===== config.mk =====
export PLATFORM = sky130hd
export DESIGN_NAME = fetch_unit_flat
export DESIGN_NICKNAME = d
export VERILOG_FILES = /design/src/rtl/fetch_unit_if.sv /design/src/rtl/fetch_unit.sv /design/src/flat_wrapper.sv
export SDC_FILE = /design/constraint.sdc
export NUM_CORES = 1
export LEC_CHECK = 0
export CELL_PAD_IN_SITES_DETAIL_PLACEMENT = 1
export CELL_PAD_IN_SITES_GLOBAL_PLACEMENT = 1
export CORE_AREA = 2 2 152 154
export CTS_BUF_LIST = sky130_fd_sc_hd__clkbuf_8 sky130_fd_sc_hd__clkbuf_16
export DETAILED_ROUTE_END_ITERATION = 10
export DIE_AREA = 0 0 154 156
export DONT_BUFFER_PORTS = 1
export PLACE_DENSITY_LB_ADDON = 0.05
export SLEW_MARGIN = 20
export SYNTH_ARGS = -nofsm -noshare
export SYNTH_HDL_FRONTEND = slang
export SYNTH_SLANG_ARGS = --single-unit

===== constraint.sdc =====
create_clock -name clk_in -period 7.9 [get_ports clk_in]
set_input_delay 1.58 -clock clk_in [delete_from_list [all_inputs] [get_ports clk_in]]
set_output_delay 1.58 -clock clk_in [all_outputs]
set_load 0.005 [all_outputs]

===== src/rtl/fetch_unit_if.sv =====
// Instruction-memory request/acknowledge bus between fetch_unit and imem.
interface fetch_unit_if;
  localparam int unsigned XLEN = 32;

  logic            imem_req_out;
  logic [XLEN-1:0] imem_addr_out;
  logic            imem_ack_in;
  logic [XLEN-1:0] imem_data_in;

  // Fetch side: issues requests, receives data.
  modport master (
    output imem_req_out,
    output imem_addr_out,
    input  imem_ack_in,
    input  imem_data_in
  );

  // Memory side: answers requests.
  modport slave (
    input  imem_req_out,
    input  imem_addr_out,
    output imem_ack_in,
    output imem_data_in
  );
endinterface


===== src/rtl/fetch_unit.sv =====
// Instruction fetch stage: holds the PC, fetches one word at a time over the
// imem req/ack bus, presents imm24/op to the extender and redirects on branches.
// Optional macro FETCH_TIMEOUT_EN adds a request timeout counter and a terminal
// FAULT state; when undefined REQ waits indefinitely and fault_out is tied low.
module fetch_unit #(
  parameter logic [31:0] RESET_PC = 32'h0000_0000
`ifdef FETCH_TIMEOUT_EN
  ,
  parameter int unsigned TIMEOUT  = 16
`endif
) (
  input  logic         clk_in,
  input  logic         rst_n_in,
  input  logic         stall_in,
  input  logic         branch_taken_in,
  input  logic [31:0]  branch_imm_in,
  fetch_unit_if.master imem,
  output logic         instr_valid_out,
  output logic [31:0]  instr_out,
  output logic [23:0]  imm24_out,
  output logic [1:0]   op_out,
  output logic [31:0]  pc_out,
  output logic         fault_out
);

  localparam int unsigned XLEN  = 32;
  localparam int unsigned IMM_W = 24;
  localparam int unsigned OP_W  = 2;
  localparam int unsigned ST_W  = 2;

  localparam logic [ST_W-1:0] ST_IDLE  = 2'd0;
  localparam logic [ST_W-1:0] ST_REQ   = 2'd1;
  localparam logic [ST_W-1:0] ST_VALID = 2'd2;
`ifdef FETCH_TIMEOUT_EN
  localparam logic [ST_W-1:0] ST_FAULT = 2'd3;
  localparam int unsigned     CNT_W    = $clog2(TIMEOUT + 1);
`endif

  logic [ST_W-1:0] state_q, state_d;
  logic [XLEN-1:0] pc_q, pc_d;
  logic            req_q, req_d;
  logic            valid_q, valid_d;
  logic [XLEN-1:0] instr_q, instr_d;
  logic [XLEN-1:0] pc_out_q, pc_out_d;
`ifdef FETCH_TIMEOUT_EN
  logic [CNT_W-1:0] cnt_q, cnt_d;
  logic             fault_q, fault_d;
`endif

  logic [XLEN-1:0] seq_pc_c;
  logic [XLEN-1:0] br_pc_c;

  // Candidate next PCs, relative to the instruction being consumed.
  assign seq_pc_c = pc_out_q + 32'd4;
  assign br_pc_c  = pc_out_q + 32'd8 + (branch_imm_in << 2);

  // State and output registers.
  always_ff @(posedge clk_in or negedge rst_n_in) begin
    if (!rst_n_in) begin
      state_q  <= ST_IDLE;
      pc_q     <= RESET_PC;
      req_q    <= 1'b0;
      valid_q  <= 1'b0;
      instr_q  <= '0;
      pc_out_q <= '0;
`ifdef FETCH_TIMEOUT_EN
      cnt_q    <= '0;
      fault_q  <= 1'b0;
`endif
    end else begin
      state_q  <= state_d;
      pc_q     <= pc_d;
      req_q    <= req_d;
      valid_q  <= valid_d;
      instr_q  <= instr_d;
      pc_out_q <= pc_out_d;
`ifdef FETCH_TIMEOUT_EN
      cnt_q    <= cnt_d;
      fault_q  <= fault_d;
`endif
    end
  end

  // Next-state and next-output logic.
  always_comb begin
    state_d  = state_q;
    pc_d     = pc_q;
    req_d    = req_q;
    valid_d  = valid_q;
    instr_d  = instr_q;
    pc_out_d = pc_out_q;
`ifdef FETCH_TIMEOUT_EN
    cnt_d    = cnt_q;
    fault_d  = fault_q;
`endif

    case (state_q)
      ST_IDLE: begin
        state_d = ST_REQ;
        req_d   = 1'b1;
`ifdef FETCH_TIMEOUT_EN
        cnt_d   = '0;
`endif
      end

      ST_REQ: begin
        if (imem.imem_ack_in) begin
          instr_d  = imem.imem_data_in;
          pc_out_d = pc_q;
          valid_d  = 1'b1;
          req_d    = 1'b0;
          state_d  = ST_VALID;
`ifdef FETCH_TIMEOUT_EN
          cnt_d    = '0;
`endif
        end
`ifdef FETCH_TIMEOUT_EN
        else if (cnt_q == CNT_W'(TIMEOUT - 1)) begin
          state_d = ST_FAULT;
          req_d   = 1'b0;
          valid_d = 1'b0;
          fault_d = 1'b1;
        end else begin
          cnt_d = cnt_q + CNT_W'(1);
        end
`endif
      end

      ST_VALID: begin
        // Consume cycle: the only place branch inputs are sampled.
        if (!stall_in) begin
          pc_d    = branch_taken_in ? br_pc_c : seq_pc_c;
          valid_d = 1'b0;
          req_d   = 1'b1;
          state_d = ST_REQ;
`ifdef FETCH_TIMEOUT_EN
          cnt_d   = '0;
`endif
        end
      end

`ifdef FETCH_TIMEOUT_EN
      ST_FAULT: begin
        req_d   = 1'b0;
        valid_d = 1'b0;
        fault_d = 1'b1;
      end
`endif

      default: begin
        state_d = ST_IDLE;
        req_d   = 1'b0;
        valid_d = 1'b0;
      end
    endcase
  end

  // Output mapping; imm24/op are plain slices of the instruction register.
  assign imem.imem_req_out  = req_q;
  assign imem.imem_addr_out = pc_q;
  assign instr_valid_out    = valid_q;
  assign instr_out          = instr_q;
  assign imm24_out          = instr_q[IMM_W-1:0];
  assign op_out             = instr_q[27:27-OP_W+1];
  assign pc_out             = pc_out_q;
`ifdef FETCH_TIMEOUT_EN
  assign fault_out          = fault_q;
`else
  assign fault_out          = 1'b0;
`endif

endmodule


===== src/flat_wrapper.sv =====
// flat-port wrapper written by rule: the top's interface ports become plain ports
module fetch_unit_flat 
#(
  parameter logic [31:0] RESET_PC = 32'h0000_0000

)
  (clk_in, rst_n_in, stall_in, branch_taken_in, branch_imm_in, instr_valid_out, instr_out, imm24_out, op_out, pc_out, fault_out, imem_imem_req_out, imem_imem_addr_out, imem_imem_ack_in, imem_imem_data_in);
  fetch_unit_if imem_i ();
  input  logic clk_in;
  input  logic rst_n_in;
  input  logic stall_in;
  input  logic branch_taken_in;
  input  logic [31:0] branch_imm_in;
  output logic instr_valid_out;
  output logic [31:0] instr_out;
  output logic [23:0] imm24_out;
  output logic [1:0] op_out;
  output logic [31:0] pc_out;
  output logic fault_out;
  output wire logic [$bits(imem_i.imem_req_out)-1:0] imem_imem_req_out;
  output wire logic [$bits(imem_i.imem_addr_out)-1:0] imem_imem_addr_out;
  input wire logic [$bits(imem_i.imem_ack_in)-1:0] imem_imem_ack_in;
  input wire logic [$bits(imem_i.imem_data_in)-1:0] imem_imem_data_in;
  assign imem_imem_req_out = imem_i.imem_req_out;
  assign imem_imem_addr_out = imem_i.imem_addr_out;
  assign imem_i.imem_ack_in = imem_imem_ack_in;
  assign imem_i.imem_data_in = imem_imem_data_in;
  fetch_unit #(.RESET_PC(RESET_PC)) u_core (.clk_in(clk_in), .rst_n_in(rst_n_in), .stall_in(stall_in), .branch_taken_in(branch_taken_in), .branch_imm_in(branch_imm_in), .imem(imem_i), .instr_valid_out(instr_valid_out), .instr_out(instr_out), .imm24_out(imm24_out), .op_out(op_out), .pc_out(pc_out), .fault_out(fault_out));
endmodule

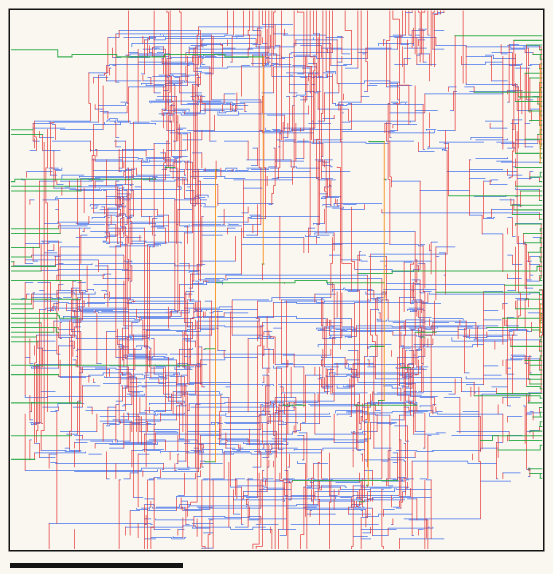
(images/wires.png)
Bar = 50 µm.
- red: metal 2 (wire length 9,260 µm)
- orange: metal 4 (wire length 279 µm)
- green: metal 3 (wire length 1,130 µm)
- blue: metal 1 (wire length 9,180 µm)

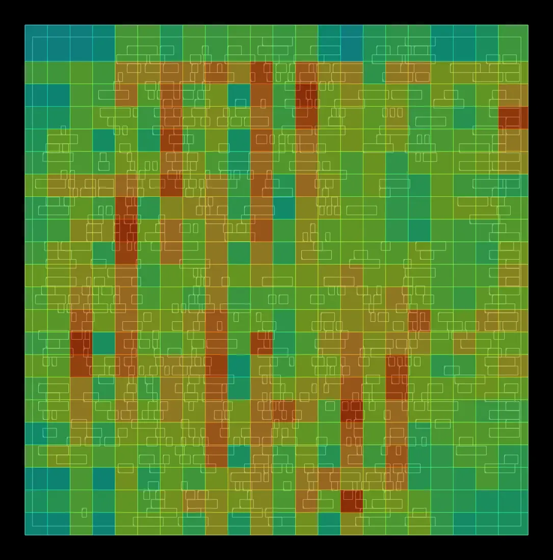
(images/congestion.png)
GRT busiest layer: met2
gr usage total: 16.6%
routing usage on met2: 27.6%
met3 Usage GRT: 3.72%
routed wire length per instance: 21.8 µm

==> results.py <==
# Auto-generated metrics
metrics = {
    "sta": {
        "fin_ws_ns": 3.86,
        "rsz0062_at_grt": "false",
        "slew_headroom_pct": 38.1,
        "min_period_over_period_pct": 51.1,
        "period_minus_slack_ns": 4.04,
    },
    "job": {
        "log.warning_count": 28,
    },
    "global_routing": {
        "globalRouteMet1Util_pct": 21.6,
        "antenna_found_initial": 0,
        "grt_max_degree": 100,
        "grt_first_pass_wirelength_mm": 30.8,
        "grt-ovfl-total": 0,
    },
    "cells_and_area": {
        "post_route_cells_drive_above_1_share_pct": 17.6,
        "fin_nets": 749,
        "flop_area_um2": 2480,
        "fin_util_pct": 31.4,
        "lay_top_cells": "dfrtp_1 (99), mux2_2 (67), nand2_1 (59)",
        "flop-count": 99,
        "n_clock_buffer": 9,
        "buffer_area_share_pct": 0.428,
        "sh_comb_area_pct": 54.0,
        "comb_cells": 496,
        "final_area_um2": 7010,
        "antenna_cells": 0,
        "dominant_cells": "logic gates",
        "sh_seq_area_pct": 35.3,
        "clk_share_pct": 4.55,
        "buffers": 4,
    },
    "clock_network": {
        "clkSlewWorstSetupHoldPaths_ns": 0.08,
        "clock_sinks": 99,
        "cts_max_path_buffers": 2,
        "clk_latency_ns": 0.36,
        "cts_made_buffers": 9,
        "cts.repair.resized": 0,
        "root_buffer": "clkbuf_16",
    },
    "floorplanning": {
        "pin_count": 194,
        "n_tap_cell": 285,
        "die_w_um": 154,
        "fp-utilization_pct": 29.8,
        "core_area_um2": 22400,
        "die-area_um2": 24000,
        "die_y_um": 156,
        "rows": 55,
    },
    "logic_synthesis": {
        "common_cells": "dfrtp_1 (99), mux2_2 (67), nand2_1 (59)",
        "synth_cell_type_count": 66,
        "top_cells_by_area": "dfrtp_1 (37%), mux2_2 (11%), ha_1 (11%)",
        "synth_cells": 659,
        "edf_count": 0,
        "synth-cells-yosys": 659,
        "top_cell_area_share_pct": 37.2,
        "synthFlopType": "dfrtp_1",
    },
    "critical_path": {
        "critPathMaxStageDelay_ns": 0.42,
        "crit_end": "u_core.imem.imem_addr_out[29]",
        "arrival_ns": 4.28,
        "end_kind": "register",
        "worst-setup-path-type": "input port to register",
        "cp.buffers_inverters": 2,
        "crit_required_ns": 8.14,
        "r2r-start": "u_core.pc_out[3]",
        "crit_chain": "inv_1 > ha_1 > inv_1 > ha_1 > fa_1 > a21o_1 > a221o_2 > a41oi_4 > a211oi_2 > o21ai_2 > nand4_1 > and4_1",
        "worst-path-stages": 12,
        "crit_slowest_cell": "fa_1",
        "worst-r2r-setup-slack_ns": 4.52,
    },
    "min_path": {
        "whs_path_depth": 1,
        "min_to": "u_core.instr_out[28]",
        "hp-class": "register to register",
    },
    "placement": {
        "dp.cells": 895,
        "portBuffers": 0,
        "post_dp_cell_area_um2": 6690,
    },
    "drt": {
        "dr_total_vias": 4842,
        "met2WireLength_mm": 9.26,
        "highest_layer": "met4",
        "via_per_inst": 5.32,
        "met3_length_mm": 1.13,
        "drt_iter0_markers": 183,
        "first_pass_iters": 4,
        "routed_wl_mm": 19.8,
    },
    "pwr": {
        "p_sw_uw": 1300,
        "vdd_drop_max_uv": 112,
        "total_power_uw": 2880,
        "seqPwrFrac_pct": 37.5,
        "p_clk_share_pct": 16.4,
        "internal_power_uw": 1580,
        "p_sw_share_pct": 45.0,
    },
    "run_status": {
        "status": "completed",
    },
}
==> cell families (layout without fill, tap and decap cells) <==
family | Yosys count | after routing | synth area share [%]
other cells | 1 | 1 | 0.0563
flops | 99 | 99 | 37.2
simple gates | 175 | 175 | 12.6
fa+ha+maj | 59 | 59 | 11.2
mux | 70 | 70 | 11.8
xor+xnor | 46 | 46 | 6.05
buf+inv | 64 | 31 | 5.88
compound gates | 145 | 145 | 15.2
==> power groups by stage <==
stage / clock network [µW] / logic, µW / registers, µW
after floorplan: 0 / 1180 / 962
after global placement: 0 / 1310 / 1100
after detailed placement: 0 / 1330 / 1100
after CTS: 499 / 1340 / 1090
after global routing: 515 / 1500 / 1130
final: 474 / 1330 / 1080
Power and IR drop assume default switching activity.
